$ cat src/rtl/lsu_ctrl_if.sv
// Request, data-bus and writeback signals of the load/store sequencer.
// The slave modport is the sequencer's view; master is the environment's.
interface lsu_ctrl_if #(
  parameter int ADDR_WIDTH = 32
);
  // decode/execute request
  logic                  req_valid;
  logic                  req_ready;
  logic [4:0]            req_opcode;
  logic [2:0]            req_f3;
  logic [ADDR_WIDTH-1:0] req_addr;
  logic [31:0]           req_wdata;
  logic [4:0]            req_rd;
  // single-outstanding data bus
  logic                  bus_valid;
  logic                  bus_ready;
  logic [ADDR_WIDTH-1:0] bus_addr;
  logic                  bus_wen;
  logic [3:0]            bus_be;
  logic [31:0]           bus_wdata;
  logic                  bus_rvalid;
  logic [31:0]           bus_rdata;
  // writeback response
  logic                  resp_valid;
  logic [4:0]            resp_rd;
  logic [31:0]           resp_data;
  logic                  resp_err;
  logic                  busy;

  modport slave (
    input  req_valid, req_opcode, req_f3, req_addr, req_wdata, req_rd,
    input  bus_ready, bus_rvalid, bus_rdata,
    output req_ready, bus_valid, bus_addr, bus_wen, bus_be, bus_wdata,
    output resp_valid, resp_rd, resp_data, resp_err, busy
  );

  modport master (
    output req_valid, req_opcode, req_f3, req_addr, req_wdata, req_rd,
    output bus_ready, bus_rvalid, bus_rdata,
    input  req_ready, bus_valid, bus_addr, bus_wen, bus_be, bus_wdata,
    input  resp_valid, resp_rd, resp_data, resp_err, busy
  );
endinterface

$ cat src/rtl/lsu_ctrl.sv
// RV32I load/store sequencer: validates one request at a time, runs a single
// word-addressed bus transaction and returns an extended load result or a
// store completion. Every output comes straight from a register.
module lsu_ctrl #(
  parameter int ADDR_WIDTH = 32
) (
  input logic       clock,
  input logic       reset_n,
  lsu_ctrl_if.slave lsu
);

  localparam logic [4:0] OP_LOAD  = 5'b00000;
  localparam logic [4:0] OP_STORE = 5'b01000;

  typedef enum logic [1:0] {IDLE, ADDR, RDATA, RESP} state_t;

  state_t                state_q, state_d;
  logic                  store_q, store_d;
  logic [2:0]            f3_q, f3_d;
  logic [1:0]            off_q, off_d;
  logic [4:0]            rd_q, rd_d;
  logic                  req_ready_q, req_ready_d;
  logic                  busy_q, busy_d;
  logic                  bus_valid_q, bus_valid_d;
  logic                  bus_wen_q, bus_wen_d;
  logic [3:0]            bus_be_q, bus_be_d;
  logic [ADDR_WIDTH-1:0] bus_addr_q, bus_addr_d;
  logic [31:0]           bus_wdata_q, bus_wdata_d;
  logic                  resp_valid_q, resp_valid_d;
  logic [4:0]            resp_rd_q, resp_rd_d;
  logic [31:0]           resp_data_q, resp_data_d;
  logic                  resp_err_q, resp_err_d;

  logic                  is_load, is_store, illegal, misaligned;

  // Byte lanes touched by an access of size f3[1:0] at byte offset off.
  function automatic logic [3:0] lane_be(input logic [2:0] f3, input logic [1:0] off);
    case (f3[1:0])
      2'b00:   lane_be = 4'b0001 << off;
      2'b01:   lane_be = 4'b0011 << {off[1], 1'b0};
      default: lane_be = 4'b1111;
    endcase
  endfunction

  // Replicate the low store bytes into every lane so the byte enables pick them.
  function automatic logic [31:0] lane_wdata(input logic [2:0] f3, input logic [31:0] wdata);
    case (f3[1:0])
      2'b00:   lane_wdata = {4{wdata[7:0]}};
      2'b01:   lane_wdata = {2{wdata[15:0]}};
      default: lane_wdata = wdata;
    endcase
  endfunction

  // Shift the addressed lane down and sign/zero-extend to 32 bits.
  function automatic logic [31:0] load_extract(input logic [2:0] f3, input logic [1:0] off,
                                               input logic [31:0] rdata);
    logic [31:0] sh;
    sh = rdata >> {off, 3'b000};
    case (f3)
      3'b000:  load_extract = {{24{sh[7]}}, sh[7:0]};
      3'b001:  load_extract = {{16{sh[15]}}, sh[15:0]};
      3'b100:  load_extract = {24'd0, sh[7:0]};
      3'b101:  load_extract = {16'd0, sh[15:0]};
      default: load_extract = sh;
    endcase
  endfunction

  // Request decode: legal opcode/funct3 pairs and natural alignment.
  always_comb begin
    is_load    = (lsu.req_opcode == OP_LOAD);
    is_store   = (lsu.req_opcode == OP_STORE);
    illegal    = !(is_load || is_store)
               || (is_load && (lsu.req_f3 == 3'b011 || lsu.req_f3[2:1] == 2'b11))
               || (is_store && lsu.req_f3 >= 3'b011);
    misaligned = (lsu.req_f3[1:0] == 2'b01 && lsu.req_addr[0])
               || (lsu.req_f3[1:0] == 2'b10 && lsu.req_addr[1:0] != 2'b00);
  end

  // Next state and next values of every registered output.
  always_comb begin
    state_d     = state_q;
    store_d     = store_q;
    f3_d        = f3_q;
    off_d       = off_q;
    rd_d        = rd_q;
    bus_wen_d   = bus_wen_q;
    bus_be_d    = bus_be_q;
    bus_addr_d  = bus_addr_q;
    bus_wdata_d = bus_wdata_q;
    resp_rd_d   = resp_rd_q;
    resp_data_d = resp_data_q;
    resp_err_d  = resp_err_q;

    case (state_q)
      IDLE: begin
        if (lsu.req_valid && req_ready_q) begin
          store_d = is_store;
          f3_d    = lsu.req_f3;
          off_d   = lsu.req_addr[1:0];
          rd_d    = lsu.req_rd;
          if (illegal || misaligned) begin
            state_d     = RESP;
            resp_err_d  = 1'b1;
            resp_rd_d   = 5'd0;
            resp_data_d = 32'd0;
          end else begin
            state_d     = ADDR;
            bus_addr_d  = {lsu.req_addr[ADDR_WIDTH-1:2], 2'b00};
            bus_wen_d   = is_store;
            bus_be_d    = lane_be(lsu.req_f3, lsu.req_addr[1:0]);
            bus_wdata_d = is_store ? lane_wdata(lsu.req_f3, lsu.req_wdata) : 32'd0;
          end
        end
      end
      ADDR: begin
        if (lsu.bus_ready) begin
          if (store_q) begin
            state_d     = RESP;
            resp_err_d  = 1'b0;
            resp_rd_d   = 5'd0;
            resp_data_d = 32'd0;
          end else begin
            state_d = RDATA;
          end
        end
      end
      RDATA: begin
        if (lsu.bus_rvalid) begin
          state_d     = RESP;
          resp_err_d  = 1'b0;
          resp_rd_d   = rd_q;
          resp_data_d = load_extract(f3_q, off_q, lsu.bus_rdata);
        end
      end
      default: state_d = IDLE;
    endcase

    req_ready_d  = (state_d == IDLE);
    busy_d       = (state_d != IDLE);
    bus_valid_d  = (state_d == ADDR);
    resp_valid_d = (state_d == RESP);
  end

  // State and output registers; reset clears everything and drops any request.
  always_ff @(posedge clock or negedge reset_n) begin
    if (!reset_n) begin
      state_q      <= IDLE;
      store_q      <= 1'b0;
      f3_q         <= 3'd0;
      off_q        <= 2'd0;
      rd_q         <= 5'd0;
      req_ready_q  <= 1'b0;
      busy_q       <= 1'b0;
      bus_valid_q  <= 1'b0;
      bus_wen_q    <= 1'b0;
      bus_be_q     <= 4'd0;
      bus_addr_q   <= '0;
      bus_wdata_q  <= 32'd0;
      resp_valid_q <= 1'b0;
      resp_rd_q    <= 5'd0;
      resp_data_q  <= 32'd0;
      resp_err_q   <= 1'b0;
    end else begin
      state_q      <= state_d;
      store_q      <= store_d;
      f3_q         <= f3_d;
      off_q        <= off_d;
      rd_q         <= rd_d;
      req_ready_q  <= req_ready_d;
      busy_q       <= busy_d;
      bus_valid_q  <= bus_valid_d;
      bus_wen_q    <= bus_wen_d;
      bus_be_q     <= bus_be_d;
      bus_addr_q   <= bus_addr_d;
      bus_wdata_q  <= bus_wdata_d;
      resp_valid_q <= resp_valid_d;
      resp_rd_q    <= resp_rd_d;
      resp_data_q  <= resp_data_d;
      resp_err_q   <= resp_err_d;
    end
  end

  assign lsu.req_ready  = req_ready_q;
  assign lsu.busy       = busy_q;
  assign lsu.bus_valid  = bus_valid_q;
  assign lsu.bus_wen    = bus_wen_q;
  assign lsu.bus_be     = bus_be_q;
  assign lsu.bus_addr   = bus_addr_q;
  assign lsu.bus_wdata  = bus_wdata_q;
  assign lsu.resp_valid = resp_valid_q;
  assign lsu.resp_rd    = resp_rd_q;
  assign lsu.resp_data  = resp_data_q;
  assign lsu.resp_err   = resp_err_q;

endmodule

$ cat src/flat_wrapper.sv
// flat-port wrapper written by rule: the top's interface ports become plain ports
module lsu_ctrl_flat 
#(
  parameter int ADDR_WIDTH = 32
)
  (clock, reset_n, lsu_req_valid, lsu_req_opcode, lsu_req_f3, lsu_req_addr, lsu_req_wdata, lsu_req_rd, lsu_bus_ready, lsu_bus_rvalid, lsu_bus_rdata, lsu_req_ready, lsu_bus_valid, lsu_bus_addr, lsu_bus_wen, lsu_bus_be, lsu_bus_wdata, lsu_resp_valid, lsu_resp_rd, lsu_resp_data, lsu_resp_err, lsu_busy);
  lsu_ctrl_if #(.ADDR_WIDTH(ADDR_WIDTH)) lsu_i ();
  input logic clock;
  input logic reset_n;
  input wire logic [$bits(lsu_i.req_valid)-1:0] lsu_req_valid;
  input wire logic [$bits(lsu_i.req_opcode)-1:0] lsu_req_opcode;
  input wire logic [$bits(lsu_i.req_f3)-1:0] lsu_req_f3;
  input wire logic [$bits(lsu_i.req_addr)-1:0] lsu_req_addr;
  input wire logic [$bits(lsu_i.req_wdata)-1:0] lsu_req_wdata;
  input wire logic [$bits(lsu_i.req_rd)-1:0] lsu_req_rd;
  input wire logic [$bits(lsu_i.bus_ready)-1:0] lsu_bus_ready;
  input wire logic [$bits(lsu_i.bus_rvalid)-1:0] lsu_bus_rvalid;
  input wire logic [$bits(lsu_i.bus_rdata)-1:0] lsu_bus_rdata;
  output wire logic [$bits(lsu_i.req_ready)-1:0] lsu_req_ready;
  output wire logic [$bits(lsu_i.bus_valid)-1:0] lsu_bus_valid;
  output wire logic [$bits(lsu_i.bus_addr)-1:0] lsu_bus_addr;
  output wire logic [$bits(lsu_i.bus_wen)-1:0] lsu_bus_wen;
  output wire logic [$bits(lsu_i.bus_be)-1:0] lsu_bus_be;
  output wire logic [$bits(lsu_i.bus_wdata)-1:0] lsu_bus_wdata;
  output wire logic [$bits(lsu_i.resp_valid)-1:0] lsu_resp_valid;
  output wire logic [$bits(lsu_i.resp_rd)-1:0] lsu_resp_rd;
  output wire logic [$bits(lsu_i.resp_data)-1:0] lsu_resp_data;
  output wire logic [$bits(lsu_i.resp_err)-1:0] lsu_resp_err;
  output wire logic [$bits(lsu_i.busy)-1:0] lsu_busy;
  assign lsu_i.req_valid = lsu_req_valid;
  assign lsu_i.req_opcode = lsu_req_opcode;
  assign lsu_i.req_f3 = lsu_req_f3;
  assign lsu_i.req_addr = lsu_req_addr;
  assign lsu_i.req_wdata = lsu_req_wdata;
  assign lsu_i.req_rd = lsu_req_rd;
  assign lsu_i.bus_ready = lsu_bus_ready;
  assign lsu_i.bus_rvalid = lsu_bus_rvalid;
  assign lsu_i.bus_rdata = lsu_bus_rdata;
  assign lsu_req_ready = lsu_i.req_ready;
  assign lsu_bus_valid = lsu_i.bus_valid;
  assign lsu_bus_addr = lsu_i.bus_addr;
  assign lsu_bus_wen = lsu_i.bus_wen;
  assign lsu_bus_be = lsu_i.bus_be;
  assign lsu_bus_wdata = lsu_i.bus_wdata;
  assign lsu_resp_valid = lsu_i.resp_valid;
  assign lsu_resp_rd = lsu_i.resp_rd;
  assign lsu_resp_data = lsu_i.resp_data;
  assign lsu_resp_err = lsu_i.resp_err;
  assign lsu_busy = lsu_i.busy;
  lsu_ctrl #(.ADDR_WIDTH(ADDR_WIDTH)) u_core (.clock(clock), .reset_n(reset_n), .lsu(lsu_i));
endmodule
$ cat config.mk
export PLATFORM = sky130hd
export DESIGN_NAME = lsu_ctrl_flat
export DESIGN_NICKNAME = d
export VERILOG_FILES = /design/src/rtl/lsu_ctrl_if.sv /design/src/rtl/lsu_ctrl.sv /design/src/flat_wrapper.sv
export SDC_FILE = /design/constraint.sdc
export NUM_CORES = 1
export LEC_CHECK = 0
export CORE_MARGIN = 2
export CORE_UTILIZATION = 40
export DETAILED_ROUTE_END_ITERATION = 12
export GPL_TIMING_DRIVEN = 0
export PLACE_DENSITY = 0.74
export SYNTH_ARGS = -nofsm -noshare
export SYNTH_HDL_FRONTEND = slang
export SYNTH_SLANG_ARGS = --single-unit
$ cat constraint.sdc
create_clock -name clock -period 2.65 [get_ports clock]
set_clock_uncertainty 0.15 [all_clocks]
set_input_delay 0.265 -clock clock [delete_from_list [all_inputs] [get_ports clock]]
set_output_delay 0.265 -clock clock [all_outputs]
set_load 0.03 [all_outputs]
==> run_1/met4.png <==
The bar under the picture is 50 um long. Supply wires on this layer in grey.
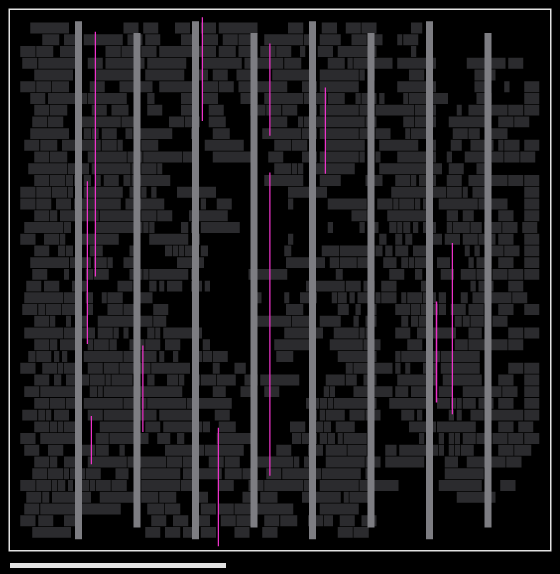
wire length on this layer	349 um
longest straight run	70.0 um

==> run_1/met1.png <==
Supply wires on this layer in grey.
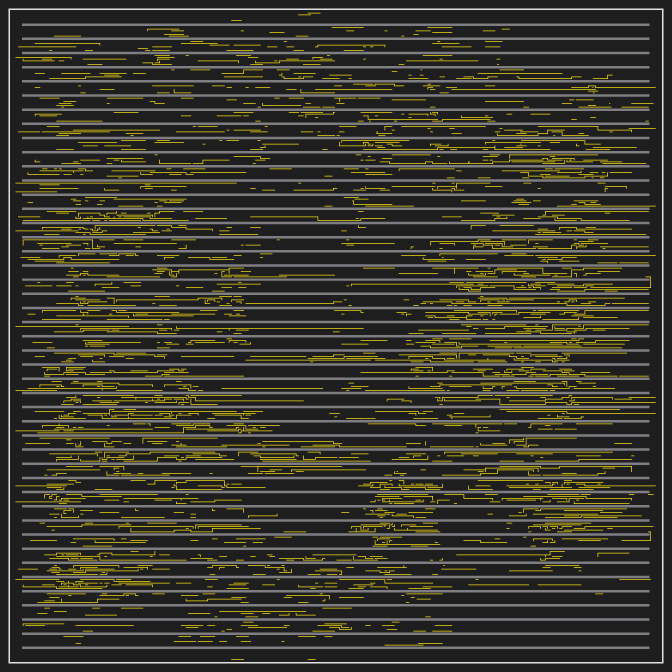
nets with wire on the layer	749
main direction	horizontal
share of all routed wire	41%

==> run_1/final_congestion.png <==
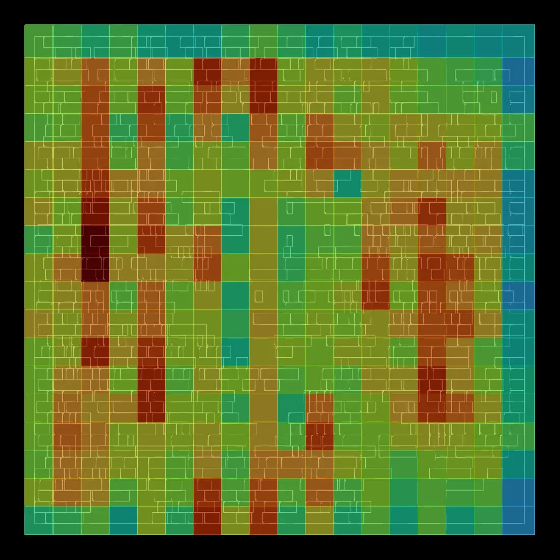
GRT Resource Usage Total: 0.227
met1 Usage GRT: 0.264
met2 Use GR: 0.382
met3 routing resource usage after global routing: 0.0924
final cell utilization of the core: 0.620

==> results.txt, run 1 <==
The implementation run finished. The design has between 100 and 150 sequential cells. Delay of the slowest critical-path stage landed at 440 ps. The largest cell class by area is flip-flops and latches. In the layout the commonest cells are sky130_fd_sc_hd__clkdlybuf4s50_1, sky130_fd_sc_hd__dfrtp_1, sky130_fd_sc_hd__nand2_1.

For the worst reg-to-reg path, the endpoint reported by OpenROAD is u_core.lsu.bus_addr[10]. Number of synthesized register bits landed at around 120. Cell count after synthesis landed at 524. For this design, the sink count on the clock tree is 122. The setup path with the least slack is of type reg -> reg. Clock transition time at the flip-flop clock pins of the worst setup and hold paths landed at around 50 ps. By instance count after routing, the leading logic cell type is sky130_fd_sc_hd__clkdlybuf4s50_1. The most critical hold endpoint after final layout shows a slack of between 150 and 200 ps. According to the hold report, the worst path is of the in -> async type. The layout has 25 clock buffers. The synthesis run shows the most used standard cells to be sky130_fd_sc_hd__dfrtp_1, sky130_fd_sc_hd__nand2_1, sky130_fd_sc_hd__mux2i_1, sky130_fd_sc_hd__o21ai_0, sky130_fd_sc_hd__mux2_1.

Number of warning messages in the logs landed at 31. Number of tap cells inserted landed at 184. Post-detailed-placement half-perimeter wirelength landed at 13.1 mm. Final-report setup violation count landed at 0. The cell type that accounts for the most area after synthesis is sky130_fd_sc_hd__dfrtp_1. Fraction of area in multi-input gates landed at 0.284.

Highest ir drop seen on vdd landed at between 0.0004 and 0.0005 V. Pin count of the biggest net entering global routing landed at 83. The finished layout holds between 900 and 1000 standard cells, fillers aside. Data on the critical path is required at its endpoint by approximately 2800 ps. Per the detail_route report, routed wire per instance is around 18 um. In this run the maximum-capacitance check reported violations numbering 0. After synthesis, the netlist uses 46 different library cells. The OpenROAD report gives the critical path a data arrival time of 2530 ps. The tree is rooted in a sky130_fd_sc_hd__clkbuf_16. Area of the placeable core landed at 14400 um^2.

The startpoint identified for the worst register-to-register timing path is u_core.state_q[0]. Number of violations reported at the end of detailed-routing iteration 0 landed at roughly 200. For this run, design rule violations remaining after detail routing come to 0. Number of enable flip-flop cells landed at 0. The flow ran to the end, and the final reports show no timing, DRC or antenna violations. Per the GRT log, the top usage layer is met2.

Placed instance area landed at around 8400 um^2. Initial antenna violation count landed at 0. According to the report, the first pass of detailed routing completed in 4 iterations. For this run the top cell type by instance count after synthesis was sky130_fd_sc_hd__dfrtp_1.

Prior to clock tree synthesis, the placed netlist has a worst setup slack of between 40 and 50 ps. The final layout reports a setup TNS of 0 ps. Post-layout period usage of the worst path landed at 0.901.

For flop-to-flop paths, the worst setup slack is between 200 and 300 ps. Count of multi-input combinational gates landed at 341. In this design, the largest share of critical-path delay is due to simple AND/OR/NAND/NOR gates. Number of buffer and inverter instances along the worst setup path landed at 2. Walking the worst path, the cells encountered are inv_1 > ha_2 > nand3_2 > nor2b_2 > nand3_2 > buf_2 > mux2_1. Area of all placed cells without fillers landed at 8940 um^2. The layout report lists the multi-input gate area as 2540 um^2. Routed signal wires occupy layers up through met4. For reference, the top cells by area after synthesis are sky130_fd_sc_hd__dfrtp_1, sky130_fd_sc_hd__mux2i_1, sky130_fd_sc_hd__mux2_1, sky130_fd_sc_hd__nand2_1, sky130_fd_sc_hd__o21ai_0. Number of cells in Yosys stat landed at approximately 520. STA classifies the critical path endpoint as a flop. Total via count in the routed design landed at around 5000. The capture point of the critical path was reported as u_core.lsu.bus_addr[10].

Detailed route wirelength on metal3 landed at approximately 1.6 mm. Y dimension of the die landed at 125 um. Relative max-transition margin landed at 0.403. TritonCTS built the clock tree. I/O pin count landed at roughly 230.

For the pin with the worst max-slew slack, the measured transition is 892 ps. The congestion estimate from routability-driven global placement came to a little under 0.9. Inverter tally of the final layout excluding the clock network landed at 26.

Global-route wire length before repair landed at between 20 and 30 mm. The detailed router put a total of around 7.1 mm of wire on met1. Number of H-tree levels landed at 4. According to the floorplan report, the total die area is ~16000 um^2. Looking at the clock tree report, the maximum root-to-sink buffer count equals 2. Floorplan core density landed at 0.408.

Count of pins over their slew limit landed at 0. The worst setup path is launched from a flop. Per the STA report, the cell with the highest stage delay on the worst path is sky130_fd_sc_hd__dfrtp_1. Subtracting the final worst setup slack from the clock period gives approximately 2400 ps. Fraction of area in non-clock buffers landed at 0.275.

Smallest setup slack after layout landed at 261 ps. Of the post-synthesis cell area, the dominant cell type holds 0.519. In this run the cell area of the synthesized design comes to 5880 um^2. In the post-route report, total wirelength is listed as roughly 17 mm. Timing-limited maximum frequency landed at around 0.42 GHz. The layout report lists the clock-cell share of area as 0.0627. For this design the ratio of total power to cell area is slightly above 900 nW/um^2.

Per the skew report, the later register of the worst-skew pair sees a clock latency of approximately 410 ps. The area taken by sequential standard cells is reported as slightly above 3000 um^2. The leakage power in the latest report is 0.00404 uW. OpenSTA lists the critical path startpoint as u_core.state_q[0]. Final layout net count landed at around 890.

Total power consumption of the routed design landed at ~8300 uW. Port buffering added 221 buffers. Number of buffers created by CTS landed at 17.
[run 1: kinds of logic (layout without fill, tap and decap cells)]
group           count (synthesis)  in the layout  share of synthesized area
simple gates                  109            109                     0.0813
flops                         122            122                      0.519
buf+inv                        62            318                     0.0504
fa+ha+maj                       6              6                     0.0128
other cells                     1              2                   0.000638
mux                           111            111                      0.201
compound gates                113            113                      0.135
[run 1: repair_timing]
item,CTS,global route
hold endpoints to repair,40,0
endpoints found under the setup margin,0,64
resized,0,2
buffers inserted,0,1
hold buffers,1,0
[run 1: power breakdown]
part / leakage, uW / switching (uW) / internal (uW)
combinational: 0.00212 / 1990 / 1600
sequential: 0.00165 / 246 / 2270
clock: 0.000273 / 800 / 1380
total: 0.00404 / 3030 / 5250
==> run_1/cell_classes.png <==
The bar under the picture is 50 um long. Fill, decap, tap and diode cells in grey.
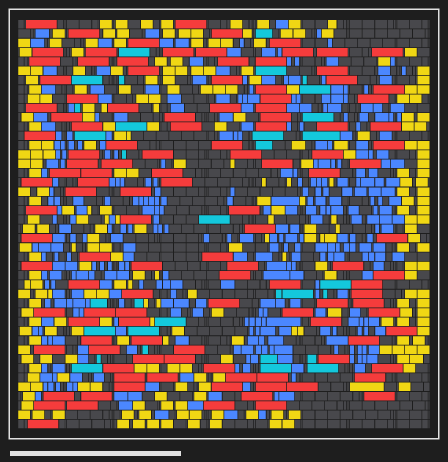

==> run 2, diff against run 1 <==
DONT_BUFFER_PORTS = 1   (was not set)
PLACE_DENSITY = not set   (was 0.74)
==> run_2/cell_classes.png <==
The bar under the picture is 50 um long. Fill, decap, tap and diode cells in grey.
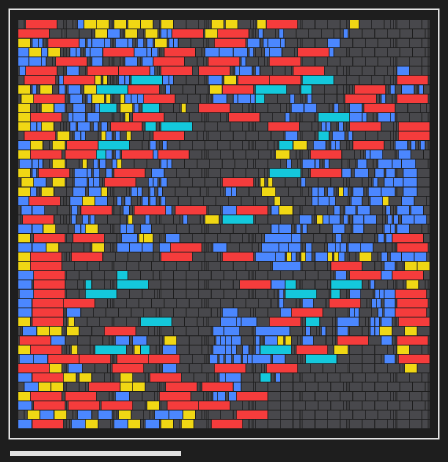
colour	class	cells	share of their area
cyan	clock drivers and dummy loads	32	7.8%
yellow	other buffers and delay cells	116	14%
red	flops	122	42%
blue	all other logic	367	36%

==> run 2 against run 1 <==
Count of clock-buffer cells in the layout decreased by 6. Core utilization decreased by 10 points. Fmax decreased by 1.2%. Synthesized cell count unchanged. Largest cell class unchanged. Critical path type unchanged. Design area decreased by 16%. Sequential share of layout area increased by 6.6 points. Combinational power decreased by 37%. The run now ends with negative hold slack left. Non-clock buffer count decreased by 144. Final cell count decreased by 15%. Global-route usage decreased by 1.2 points. Total power decreased by 8.7%. Via count decreased by 12%.
==> results.txt, run 2 <==
The implementation run finished. The pin slew with the least headroom to its limit came to 892 ps (-0.365 ps). The inverter tally of the final layout excluding the clock network came to 26 (unchanged). Clock transition time at the flip-flop clock pins of the worst setup and hold paths landed at 60 ps (about the same). STA classifies the critical path endpoint as a flop. The power per cell area came to 1010 nW/um^2 (+9.0%). The area of the placeable core was 14400 um^2 (unchanged). The critical path in this run is classified as reg -> reg.

Looking at area per cell type in the netlist, the leader is sky130_fd_sc_hd__dfrtp_1. The delay of the slowest critical-path stage came to 430 ps (about the same). The largest cell class by area is flip-flops and latches. Number of enable flip-flop cells landed at 0 (unchanged). Total routing resource utilization after global routing landed at 0.215 (-0.0117). Total sequential power landed at 3140 uW (+25%). The post-synthesis instance area is 5880 um^2 (unchanged).

Post-route DRC violation count landed at 0 (unchanged). The highest ir drop seen on vdd came to 0.000560 V (+37%). Traced cell by cell, the critical path runs through inv_1 > ha_2 > nand3_2 > nor2b_2 > nand3_2 > buf_2 > mux2_1. Timing-limited maximum frequency landed at 0.414 GHz (-1.2%). Worst hold-check slack landed at -602 ps (-786 ps).

TritonCTS built the clock tree. The checks that failed: negative hold slack. Final-report setup violation count landed at 0 (unchanged). The relative max-transition margin came to 0.403 (about the same). The register-to-register setup slack came to 230 ps (-30 ps).

The most critical setup path has its endpoint at u_core.lsu.bus_addr[21]. The number of buffers created by CTS came to 17 (unchanged). Placed instance area landed at 6110 um^2 (-27%).

The post-layout period usage of the worst path came to 0.913 (+0.0112). Final non-filler cell total landed at 821 (-15%). The leakage dissipation is 0.00353 uW (-13%). The final core area utilization is 0.519 (-0.101). Average wire per standard cell landed at 20.1 um (+11%). Routability congestion estimate from global placement landed at 0.896 (+0.65%). Per the timing report, the most critical flop-to-flop path finishes at u_core.lsu.bus_addr[21]. The library cell used most frequently in the layout, excluding fill and tap cells, is sky130_fd_sc_hd__dfrtp_1. Count of input and output buffers landed at 0 (-100%). Power in the clock group landed at 2170 uW (about the same). In the layout the commonest cells are sky130_fd_sc_hd__dfrtp_1, sky130_fd_sc_hd__dlygate4sd3_1, sky130_fd_sc_hd__nand2_1. The fraction of area in non-clock buffers was 0.133 (-0.141). Total negative slack for setup checks landed at 0 ps (unchanged).

Per report_power, the top consumer among the power groups is sequential cells. Fraction of area in multi-input gates landed at 0.339 (+0.0553). After synthesis, the most frequently instantiated cells are sky130_fd_sc_hd__dfrtp_1, sky130_fd_sc_hd__nand2_1, sky130_fd_sc_hd__mux2i_1, sky130_fd_sc_hd__o21ai_0, sky130_fd_sc_hd__mux2_1. Cell count after synthesis landed at 524 (unchanged).

The overall chip area is 15700 um^2 (unchanged). Initial antenna violation count landed at 0 (unchanged). The number of tap cells inserted was 184 (unchanged). Total via count in the routed design landed at 4402 (-12%). Clock tree synthesis selected as its root buffer the cell sky130_fd_sc_hd__clkbuf_16.

Share of power burned in combinational logic landed at 0.297 (-0.137). The timing report attributes the biggest portion of critical-path delay to simple AND/OR/NAND/NOR gates. Global-route wire length before repair landed at 26.2 mm (-6.1%). Sequential cell count landed at 122 (unchanged). Count of pins over their slew limit landed at 0 (unchanged).

Storage element area landed at 3050 um^2 (unchanged). The flow ran to the end, but the final reports show violations. The smallest setup slack after layout came to 232 ps (-29.5 ps). Total power consumption of the routed design landed at 7560 uW (-8.7%). Per STA, the startpoint of the critical path is u_core.state_q[0].

The number of violations reported at the end of detailed-routing iteration 0 was 186 (-7.0%). Arrival time reported for the critical path endpoint landed at 2560 ps (+30 ps). The floorplan core density came to 0.408 (unchanged).

Pin count of the biggest net entering global routing landed at 123 (+48%). Y dimension of the die landed at 125 um (unchanged). After synthesis, the cell types taking the most area are sky130_fd_sc_hd__dfrtp_1, sky130_fd_sc_hd__mux2i_1, sky130_fd_sc_hd__mux2_1, sky130_fd_sc_hd__nand2_1, sky130_fd_sc_hd__o21ai_0. Distinct cell type count of the synthesized netlist landed at 46 (unchanged). The area of all placed cells without fillers came to 7480 um^2 (-16%). The number of warning messages in the logs was 35 (+13%).

Clock insertion delay at the later pin of the skew report landed at 420 ps (about the same). The switching portion of total power came to 0.394 (+0.0281). The total routed wirelength is 16.5 mm (-5.3%). The final hold violation count recorded for this run is between 100 and 150.

STA reports the tightest min-delay check as being of type in -> async.
==> run_2/density.png <==
The die is cut into 13 by 13 equal tiles; white is low, dark blue is high, 0 to 100% covered.
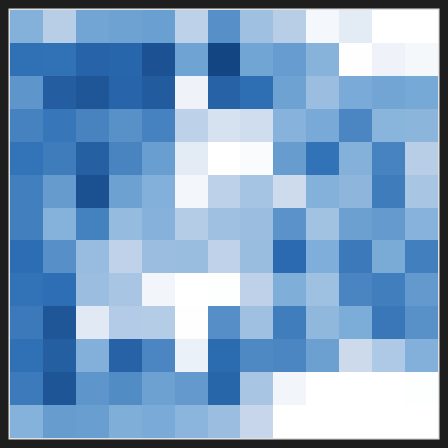
densest ninth of the die	top left
mean over tiles	46%
tiles over 75% full	11%
emptiest ninth of the die	bottom right

run 2: kinds of logic (layout without fill, tap and decap cells):
| logic type | count (synthesis) | in the layout | synth area share |
|---|---|---|---|
| compound gates | 113 | 113 | 0.135 |
| fa+ha+maj | 6 | 6 | 0.0128 |
| buf+inv | 62 | 174 | 0.0504 |
| flops | 122 | 122 | 0.519 |
| mux | 111 | 111 | 0.201 |
| other cells | 1 | 2 | 0.000638 |
| simple gates | 109 | 109 | 0.0813 |
run 2: metal layers:
metal  part of all wire  global-route usage  vias to the layer above
met5                  0                   0                        -
met4              0.014              0.0719                        0
met3               0.10              0.0890                       17
met2               0.48               0.353                      214
met1               0.40               0.258                     2130
li1                   -                   -                     2041
Power is estimated from default activity; no workload was simulated.
